==> config.mk <==
export PLATFORM = sky130hd
export DESIGN_NAME = risc_controller
export DESIGN_NICKNAME = d
export VERILOG_FILES = /design/src/rtl/risc_controller.sv
export SDC_FILE = /design/constraint.sdc
export NUM_CORES = 1
export LEC_CHECK = 0
export CORE_AREA = 5 5 42 44
export CTS_CLUSTER_SIZE = 30
export DETAILED_ROUTE_END_ITERATION = 7
export DIE_AREA = 0 0 47 49
export MAX_ROUTING_LAYER = met4
export PLACE_DENSITY = 0.61
export SLEW_MARGIN = 40
export SYNTH_ARGS = -nofsm -noshare
export SYNTH_HDL_FRONTEND = slang
export SYNTH_SLANG_ARGS = --single-unit
==> constraint.sdc <==
create_clock -name clk -period 1.3 [get_ports clk]
set_input_delay 0.26 -clock clk [delete_from_list [all_inputs] [get_ports clk]]
set_output_delay 0.26 -clock clk [all_outputs]
set_load 0.02 [all_outputs]
==> src/rtl/risc_controller.sv <==
// risc_controller: eight-phase instruction sequencer for the VeriRISC core.
// A 3-bit phase register steps 0..7 once per instruction. Control strobes
// are decoded combinationally from the registered phase, the IR opcode and
// the ALU zero flag.
//
// Build option: define RISC_CTRL_HALT_LATCH_EN to make HLT latch a halted
// state (phase frozen at 4, halt held high, PC frozen until rst). Without it,
// halt is a one-cycle pulse in phase 4 and HLT behaves as a no-op.
//
// Ports:
//   clk     in   rising-edge clock
//   rst     in   asynchronous active-high reset
//   opcode  in   [2:0] current instruction opcode from the IR
//   zero    in   accumulator-zero flag from the ALU
//   sel     out  address mux select (1 = PC, 0 = IR operand)
//   rd      out  memory read
//   ld_ir   out  load instruction register
//   halt    out  processor halted
//   inc_pc  out  PC increment (counter en)
//   ld_pc   out  PC load (counter load, has priority over inc_pc)
//   ld_ac   out  load accumulator
//   wr      out  memory write
//   data_e  out  drive accumulator onto the data bus
//   phase   out  [2:0] current phase for debug/trace
module risc_controller (
   input  logic       clk,
   input  logic       rst,
   input  logic [2:0] opcode,
   input  logic       zero,
   output logic       sel,
   output logic       rd,
   output logic       ld_ir,
   output logic       halt,
   output logic       inc_pc,
   output logic       ld_pc,
   output logic       ld_ac,
   output logic       wr,
   output logic       data_e,
   output logic [2:0] phase
);

   localparam int unsigned PHASE_W = 3;
   localparam int unsigned OP_W    = 3;

   localparam logic [OP_W-1:0] OP_HLT = OP_W'(0);
   localparam logic [OP_W-1:0] OP_SKZ = OP_W'(1);
   localparam logic [OP_W-1:0] OP_ADD = OP_W'(2);
   localparam logic [OP_W-1:0] OP_AND = OP_W'(3);
   localparam logic [OP_W-1:0] OP_XOR = OP_W'(4);
   localparam logic [OP_W-1:0] OP_LDA = OP_W'(5);
   localparam logic [OP_W-1:0] OP_STO = OP_W'(6);
   localparam logic [OP_W-1:0] OP_JMP = OP_W'(7);

   typedef enum logic [PHASE_W-1:0] {
      PH_INST_ADDR  = 3'd0,
      PH_INST_FETCH = 3'd1,
      PH_INST_LOAD  = 3'd2,
      PH_IDLE       = 3'd3,
      PH_OP_ADDR    = 3'd4,
      PH_OP_FETCH   = 3'd5,
      PH_ALU_OP     = 3'd6,
      PH_STORE      = 3'd7
   } phase_e;

   phase_e phase_q, phase_d;
   logic   aluop;

`ifdef RISC_CTRL_HALT_LATCH_EN
   logic halted_q, halted_d;
`endif

   // Phase (and halted flag) register.
   always_ff @(posedge clk or posedge rst) begin
      if (rst) begin
         phase_q  <= PH_INST_ADDR;
`ifdef RISC_CTRL_HALT_LATCH_EN
         halted_q <= 1'b0;
`endif
      end else begin
         phase_q  <= phase_d;
`ifdef RISC_CTRL_HALT_LATCH_EN
         halted_q <= halted_d;
`endif
      end
   end

   // Next phase and control decode.
   always_comb begin
      phase_d = phase_e'(PHASE_W'(phase_q) + PHASE_W'(1));
      sel     = 1'b0;
      rd      = 1'b0;
      ld_ir   = 1'b0;
      halt    = 1'b0;
      inc_pc  = 1'b0;
      ld_pc   = 1'b0;
      ld_ac   = 1'b0;
      wr      = 1'b0;
      data_e  = 1'b0;
`ifdef RISC_CTRL_HALT_LATCH_EN
      halted_d = halted_q;
`endif
      aluop = (opcode == OP_ADD) || (opcode == OP_AND) ||
              (opcode == OP_XOR) || (opcode == OP_LDA);

      case (phase_q)
         PH_INST_ADDR: begin
            sel = 1'b1;
         end
         PH_INST_FETCH: begin
            sel = 1'b1;
            rd  = 1'b1;
         end
         PH_INST_LOAD, PH_IDLE: begin
            sel   = 1'b1;
            rd    = 1'b1;
            ld_ir = 1'b1;
         end
         PH_OP_ADDR: begin
            inc_pc = 1'b1;
            halt   = (opcode == OP_HLT);
`ifdef RISC_CTRL_HALT_LATCH_EN
            // PC still increments this cycle; the freeze starts next edge.
            if (opcode == OP_HLT) begin
               phase_d  = PH_OP_ADDR;
               halted_d = 1'b1;
            end
`endif
         end
         PH_OP_FETCH: begin
            rd = aluop;
         end
         PH_ALU_OP: begin
            rd     = aluop;
            inc_pc = (opcode == OP_SKZ) && zero;
            ld_pc  = (opcode == OP_JMP);
            data_e = (opcode == OP_STO);
         end
         PH_STORE: begin
            rd     = aluop;
            ld_ac  = aluop;
            inc_pc = (opcode == OP_JMP);
            ld_pc  = (opcode == OP_JMP);
            wr     = (opcode == OP_STO);
            data_e = (opcode == OP_STO);
         end
         default: begin
         end
      endcase

`ifdef RISC_CTRL_HALT_LATCH_EN
      // Halted: hold phase 4, only halt asserted, until rst.
      if (halted_q) begin
         phase_d = PH_OP_ADDR;
         sel     = 1'b0;
         rd      = 1'b0;
         ld_ir   = 1'b0;
         halt    = 1'b1;
         inc_pc  = 1'b0;
         ld_pc   = 1'b0;
         ld_ac   = 1'b0;
         wr      = 1'b0;
         data_e  = 1'b0;
      end
`endif
   end

   assign phase = PHASE_W'(phase_q);

endmodule

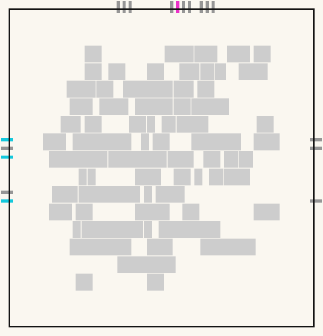
Run 1: pin map
Pins as bars across the die edge, other pins in grey.
`phase`: in cyan, pins 3, direction output, edge left. `ld_ac`: in magenta, pins 1, direction output, edge top.

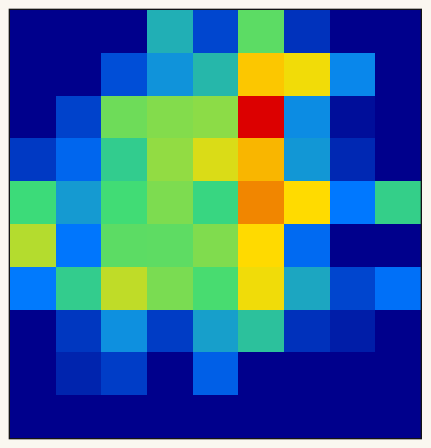
Run 1: wire density map
9 x 10 tiles, from dark blue (low) to red (high), scaled to the fullest tile. Values are wire area over tile area, all layers added.
33% of the tiles are nearly empty. 26% of the tiles are over half the peak. The mean over all tiles is 0.066. The emptiest ninth of the die: bottom right. The fullest tile reaches 0.24. The densest ninth of the die: middle.
GRT Total Usage: 10.8%
vias post-DR: 381

==> impl_metrics.py, run 1 <==
# Physical implementation metrics
metrics = {
    "outcome": {
        "outcome": "finished, violations left",
        "failed_checks": "setup timing",
    },
    "synth": {
        "leading_post_synthesis_cells_by_cell_area": "dfrtp_1 (24%), ha_1 (24%), inv_1 (7.2%)",
        "edf_count": 0,
        "most_instantiated_cells_after_synthesis": "ha_1 (6), inv_1 (6), dfrtp_1 (3), nand2_1 (3)",
        "area_of_the_mapped_netlist_um2": 312,
        "ys_seq_elements": 3,
    },
    "routing": {
        "drcViolationCount": 0,
        "wl_um": 983,
        "drt_first_pass_iters": 3,
    },
    "power_and_ir_drop": {
        "total_power_mw": 0.303,
        "power_density_nw_per_um2": 393,
        "power.leakage_nw": 0.327,
    },
    "setup_path": {
        "cp-start-kind": "flop",
        "crit_arrival_ns": 1.51,
        "critical-path-slowest-cell": "dfrtp_2",
        "path_common_cell": "ha_4",
        "worstPathCellList": "ha_4 > ha_4 > nor4b_4 > a311oi_4 > buf_6",
    },
    "grt": {
        "grt.overflow.total": 0,
    },
    "timing": {
        "setup_viol": 9,
        "rsz0062_at_grt": "true",
        "finalCriticalPeriod_ns": 1.77,
        "fin_worst_skew_ns": 0.00165,
        "peak_freq_mhz": 564,
        "timing.final.ws_setup_ns": -0.472,
        "maxSlewViolCount": 0,
    },
    "cells_and_area": {
        "antenna-diode-count": 0,
        "nets": 80,
        "largest_register_ff_count": 3,
        "fin_util_pct": 55.1,
    },
    "placed_design": {
        "placement.cell_area_um2": 679,
    },
    "clocking": {
        "cts-buffers-inserted": 3,
        "clock-sinks": 3,
        "hold_buffers": 0,
    },
    "worst_hold_path": {
        "holdCritPathClass": "primary input to asynchronous set/reset pin",
    },
    "flow_run": {
        "warnings": 33,
    },
}
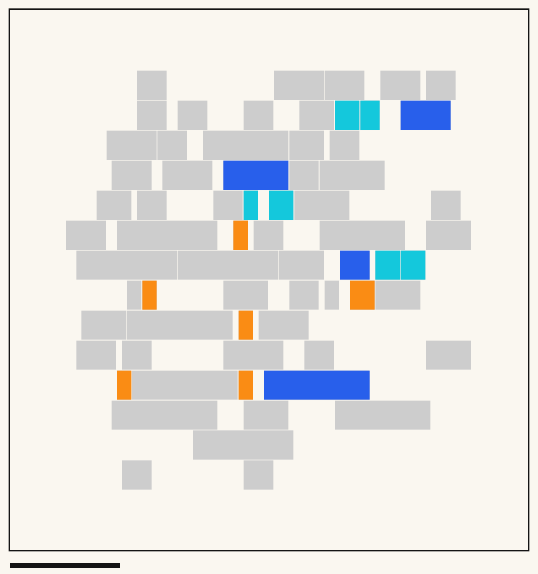
Run 1: gate families picked out
The bar under the picture is 10 um long.
nand cells: in cyan, cells 6, most used nand2_2. aoi and oai cells: in blue, cells 4. inv cells: in orange, cells 6, most used inv_1, where middle.
commonest non-fill, non-tap cell in the layout: buf_4
number of non-filler instances in the completed layout: 83
multi-input logic portion of the cell area: 47.6%

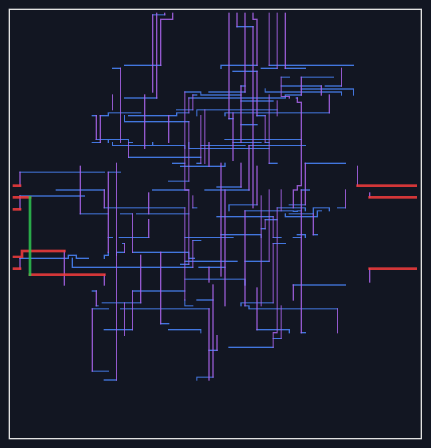
Run 1: metal layers overlaid
metal 4: in green, wire length 8.80 um. metal 2: in purple, wire length 490 um. metal 3: in red, wire length 36.1 um. metal 1: in blue, wire length 448 um.

## run 1: stage by stage
step / TNS (ns) / setup slack [ns]
2_1_floorplan: -1.08 / -0.197
3_3_place_gp: -6.74 / -0.824
3_5_place_dp: -6.87 / -0.849
4_1_cts: -3.60 / -0.484
5_1_grt: -3.72 / -0.543
6_report: -3.17 / -0.472
## run 1: cell usage in the layout (no fill, tap or decap), drive strengths merged
master / Yosys / layout
nor4b: 1 / 1
inv: 6 / 6
nor3b: 2 / 2
o211ai: 2 / 2
dlymetal6s2s: 0 / 1
clkdlybuf4s15: 0 / 1
ha: 6 / 6
nor2: 1 / 1
xnor2: 1 / 1
or3b: 1 / 1
dlygate4sd2: 0 / 2
clkdlybuf4s50: 0 / 3
clkbuf: 0 / 4
a21oi: 1 / 1
nand2: 3 / 3
nand3: 1 / 1
nand4: 1 / 1
a311oi: 1 / 1
nor2b: 1 / 1
nand2b: 1 / 1
nor4: 2 / 2
dfrtp: 3 / 3
nor3: 1 / 1
buf: 1 / 21
## run 1: worst register-to-register path, cell delays in order (launching register included)
cell,delay [ns]
dfrtp_2,0.44
ha_4,0.19
ha_4,0.25
inv_1,0.03
## run 1: worst paths after layout
kind / start / end / slack (ns) / cells after the start
min: rst / phase[2] / 0.20 / 2
max: phase[0] / rd / -0.47 / 5
min in group clk: phase[0] / phase[0] / 0.67 / 2
max in group asynchronous: rst / phase[1] / 0.96 / 2
max reg2reg: phase[0] / phase[2] / 0.28 / 3
min reg2reg: phase[0] / phase[0] / 0.67 / 2
## run 1: timing repair
item,4_1_cts,5_1_grt
gates resized,57,14
setup buffers,3,0
pin swaps,1,0
setup endpoints to repair,12,10
## run 1: final cells by class
class | count | area [um2] | share of cell area (%)
timing repair buffer | 28 | 254 | 32.9
multi-input combinational | 26 | 368 | 47.6
sequential | 3 | 78.8 | 10.2
tap | 16 | 20.0 | 2.59
clock buffer | 4 | 26.3 | 3.40
inverter | 6 | 25.0 | 3.24
## run 1: cells by family after synthesis
group	share of synthesized area [%]
flip-flops	24.1
adder cells (fa/ha/maj)	24.1
AND-OR/OR-AND	10.8
buffers and inverters	9.64
XOR/XNOR	2.81
AND/OR/NAND/NOR	28.5
## run 1: routing by layer
layer  share of wire (%)  routed length [um]  up-vias  GRT usage, %
li1                    -                   -      189             -
met1                  46                 448      182          13.2
met2                  50                 489        8          16.3
met3                 3.7                  36        2          1.11
met4                0.81                   8        0          6.91
met5                   0                   0        -             -
## run 1: power breakdown
group          leakage, nW  total, mW  internal, mW  switching (mW)
Clock               0.0150      0.160         0.115          0.0451
Combinational        0.277     0.0496        0.0266          0.0230
Sequential          0.0342     0.0939        0.0939               0
==> run 2: changes to the inputs <==
--- a/config.mk
+++ b/config.mk
@@ -5,12 +5,15 @@
 export SDC_FILE = /design/constraint.sdc
 export NUM_CORES = 1
 export LEC_CHECK = 0
-export CORE_AREA = 5 5 42 44
+export CAP_MARGIN = 5
+export CELL_PAD_IN_SITES_DETAIL_PLACEMENT = 0
+export CELL_PAD_IN_SITES_GLOBAL_PLACEMENT = 1
+export CORE_MARGIN = 5
+export CORE_UTILIZATION = 21
 export CTS_CLUSTER_SIZE = 30
 export DETAILED_ROUTE_END_ITERATION = 7
-export DIE_AREA = 0 0 47 49
 export MAX_ROUTING_LAYER = met4
-export PLACE_DENSITY = 0.61
+export PLACE_DENSITY = 0.74
 export SLEW_MARGIN = 40
 export SYNTH_ARGS = -nofsm -noshare
 export SYNTH_HDL_FRONTEND = slang
==> impl_metrics.py, run 2 <==
# Physical implementation metrics
metrics = {
    "outcome": {
        "outcome": "finished, violations left",
        "failed_checks": "setup timing",
    },
    "timing": {
        "timing.final.ws_setup_ns": -0.496,
        "maxSlewViolCount": 0,
        "finalSetupTns_ns": -3.81,
        "setup_viol": 9,
        "finalCriticalPeriod_ns": 1.80,
    },
    "cells_and_area": {
        "final_cells": 82,
        "layout_top_cell_excl_fill_tap": "buf_4",
        "antenna-diode-count": 0,
    },
    "placed_design": {
        "placement.cell_area_um2": 663,
    },
    "synth": {
        "top_logic_kind": "simple AND/OR/NAND/NOR gates",
        "ys_seq_elements": 3,
    },
    "routing": {
        "detailroute.wirelength.met3_um": 42,
        "drcViolationCount": 0,
        "drt_first_pass_iters": 2,
        "route.layer.met1.wl_um": 333,
    },
    "setup_path": {
        "critical-path-slowest-cell": "dfrtp_2",
        "number_of_cells_on_the_critical_path": 6,
    },
    "power_and_ir_drop": {
        "total_power_mw": 0.300,
    },
}
## run 2: cell counts after synthesis
No cell type changed its count.
## run 2: routing by layer
layer	track usage, %	up-vias
met5	-	-
met4	6.73	0
met2	15.4	5
li1	-	187
met1	8.24	177
met3	3.36	0
## run 2: cell type report
cell class	instances	area [um2]
timing repair buffer	28	244
tap	15	18.8
inverter	6	25.0
clock buffer	4	26.3
fill	120	579
multi-input combinational	26	378
sequential	3	78.8
## run 2: metrics by stage
| step | hold slack, ns | worst slack, ns |
|---|---|---|
| 2_1_floorplan | 0.0137 | -0.197 |
| 3_3_place_gp | 0.435 | -0.893 |
| 3_5_place_dp | 0.447 | -0.910 |
| 4_1_cts | 0.195 | -0.529 |
| 5_1_grt | 0.200 | -0.559 |
| 6_report | 0.200 | -0.496 |
## run 2: logic make-up (layout without fill, tap and decap cells)
logic type / after synthesis / after routing
AND-OR/OR-AND: 4 / 4
AND/OR/NAND/NOR: 15 / 15
flip-flops: 3 / 3
XOR/XNOR: 1 / 1
buffers and inverters: 7 / 38
adder cells (fa/ha/maj): 6 / 6
## run 2: timing repair
item | in CTS | in global routing
setup buffers | 4 | 0
pin swaps | 3 | 1
hold buffers | 0 | 0
resized | 64 | 7
endpoints found under the setup margin | 12 | 11
cloned | 0 | 0
## run 2: worst max-delay path by stage
stage,end,slack [ns]
after detailed placement,rd,-0.91
after global placement,rd,-0.89
after global routing,rd,-0.56
after floorplan,ld_pc,-0.20
final,rd,-0.50
after CTS,rd,-0.53
## run 2: power breakdown
| part | switching (mW) | leakage [nW] | internal [mW] |
|---|---|---|---|
| clock network | 0.0447 | 0.0150 | 0.115 |
| logic | 0.0223 | 0.281 | 0.0239 |
| registers | 0 | 0.0342 | 0.0939 |
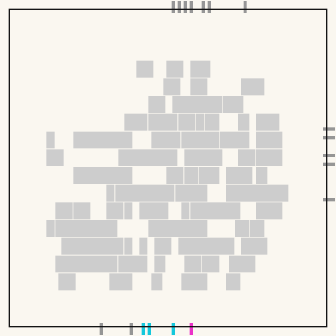
Run 2: pin map
Pins as bars across the die edge, other pins in grey.
`ld_ac`: in magenta, pins 1, direction output, edge bottom. `phase`: in cyan, pins 3, direction output, edge bottom.

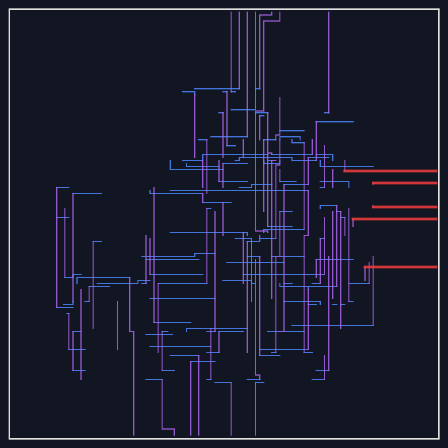
Run 2: metal layers overlaid
GRT Total Usage: 9.13%
routed length per placed instance: 12.0 um
wirelength, routed: 982 um
vias post-DR: 369

==> run 3: changes to the inputs <==
--- a/config.mk
+++ b/config.mk
@@ -10,10 +10,12 @@
 export CELL_PAD_IN_SITES_GLOBAL_PLACEMENT = 1
 export CORE_MARGIN = 5
 export CORE_UTILIZATION = 21
+export CTS_BUF_LIST = sky130_fd_sc_hd__clkbuf_16
 export CTS_CLUSTER_SIZE = 30
 export DETAILED_ROUTE_END_ITERATION = 7
 export MAX_ROUTING_LAYER = met4
 export PLACE_DENSITY = 0.74
+export REMOVE_ABC_BUFFERS = 1
 export SLEW_MARGIN = 40
 export SYNTH_ARGS = -nofsm -noshare
 export SYNTH_HDL_FRONTEND = slang
==> impl_metrics.py, run 3 <==
# Physical implementation metrics
metrics = {
    "synth": {
        "top_logic_kind": "simple AND/OR/NAND/NOR gates",
        "ys.flop_type": "dfrtp_1",
        "ys_chip_area_um2": 312,
        "yosys_warnings": 0,
        "yosysUniqueCellTypes": 20,
        "ys_seq_elements": 3,
    },
    "timing": {
        "finalSetupTns_ns": -3.65,
        "setup_viol": 9,
        "timing.final.ws_setup_ns": -0.453,
        "fin_worst_skew_ns": 0.00341,
        "finalCriticalPeriod_ns": 1.75,
        "maxSlewViolCount": 0,
    },
    "setup_path": {
        "critPathMaxStageDelay_ns": 0.43,
        "critical-path-slowest-cell": "dfrtp_2",
    },
    "cells_and_area": {
        "logic_area_um2": 345,
        "layout_top_cell_excl_fill_tap": "buf_4",
        "sequential_cell_area_in_the_final_layout_um2": 77.6,
        "antenna-diode-count": 0,
        "layout-drive-gt1-share_pct": 71.6,
        "fillCellCount": 108,
    },
    "routing": {
        "drcViolationCount": 0,
        "drt_first_pass_iters": 3,
        "detail_route.vias_per_cell": 4.46,
    },
    "power_and_ir_drop": {
        "clockPowerShare_pct": 78.2,
        "p_sw_mw": 0.0964,
        "share_comb_of_total_power_pct": 6.4,
        "pwr-share-seq_pct": 15.4,
        "internal_power_mw": 0.513,
        "total_power_mw": 0.610,
        "power.switching_fraction_pct": 15.8,
    },
    "outcome": {
        "outcome": "finished, violations left",
        "failed_checks": "setup timing",
    },
    "placed_design": {
        "placement.cell_area_um2": 598,
        "io_buffers": 17,
    },
    "clocking": {
        "htree_num_levels": 1,
        "clk_pin_slew_worst_paths_ns": 0.03,
        "cts-buffers-inserted": 3,
    },
    "floorplanning": {
        "design.die.area_um2": 2350,
        "core_region_area_um2": 1350,
    },
}
run 3: cell counts after synthesis:
Identical to the previous run, type by type.
run 3: layer usage:
metal / wire, um / global-route usage (%)
met3: 33 / 4.28
met2: 677 / 18.9
met1: 444 / 10.4
met5: 0 / -
met4: 0 / 2.69
run 3: worst paths after layout:
check	start	to	slack, ns
worst max-delay path	phase[1]	rd	-0.45
worst min-delay path	rst	phase[2]	0.20
worst max register to register	phase[0]	phase[2]	0.28
worst min register to register	phase[2]	phase[2]	0.71
max in group asynchronous	rst	phase[0]	0.96
min in group clk	phase[2]	phase[2]	0.71
run 3: through the flow:
step           instances  hold WS (ns)  utilization (%)  setup slack [ns]
5_1_grt               89         0.211             62.5            -0.520
4_1_cts               88         0.200             57.7            -0.447
3_5_place_dp          81         0.432             44.3            -0.877
3_3_place_gp          81         0.434             44.3            -0.834
2_1_floorplan         35        0.0136                -            -0.533
6_report              89         0.199             62.5            -0.453
run 3: what timing repair did:
action | in CTS | in global routing
pin swaps | 6 | 7
setup endpoints to repair | 12 | 12
hold buffers | 0 | 0
endpoints found under the hold margin | 0 | 0
buffers inserted | 3 | 1
resized | 83 | 16
run 3: cell type report:
class / instances / share of cell area (%)
multi-input cells: 26 / 40.9
repair buffers: 35 / 35.0
well taps: 15 / 2.23
clock buffers: 3 / 8.90
clock inverters: 1 / 0.445
inverters: 6 / 3.26
flip-flops and latches: 3 / 9.20
run 3: logic make-up (layout without fill, tap and decap cells):
group,after synthesis,count (layout)
buffers and inverters,7,45
DFF,3,3
and+or+nand+nor,15,15
adders and majority gates,6,6
xor gates and xnor gates,1,1
AOI/OAI and AO/OA,4,4
run 3: critical path, delay by kind of cell, from the launching register on:
family / cells / cell delay [ns]
and+or+nand+nor: 1 / 0.04
AOI/OAI and AO/OA: 1 / 0.25
buffers and inverters: 3 / 0.41
DFF: 1 / 0.43
adders and majority gates: 1 / 0.13
run 3: power groups by stage:
stage | clock, mW | combinational (mW) | sequential, mW
2_1_floorplan | 0 | 0.00692 | 0.0951
3_3_place_gp | 0 | 0.0375 | 0.0951
3_5_place_dp | 0 | 0.0377 | 0.0951
4_1_cts | 0.485 | 0.0366 | 0.0940
5_1_grt | 0.508 | 0.0426 | 0.0939
6_report | 0.477 | 0.0388 | 0.0940
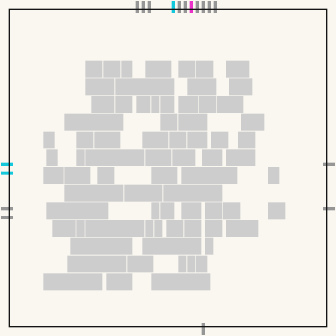
Run 3: pin map
Pins as bars across the die edge, other pins in grey.
`phase`: in cyan, pins 3, direction output, edge 2 left, 1 top. `ld_ac`: in magenta, pins 1, direction output, edge top.

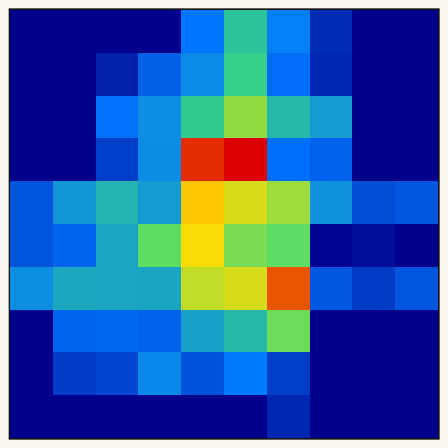
Run 3: wire density map
10 x 10 tiles, from dark blue (low) to red (high), scaled to the fullest tile. Values are wire area over tile area, all layers added.
GRT Total Usage: 10.5%
routed length per placed instance: 13.0 um
vias post-DR: 397
wirelength, routed: 1.15 mm

Power and IR drop assume default switching activity.
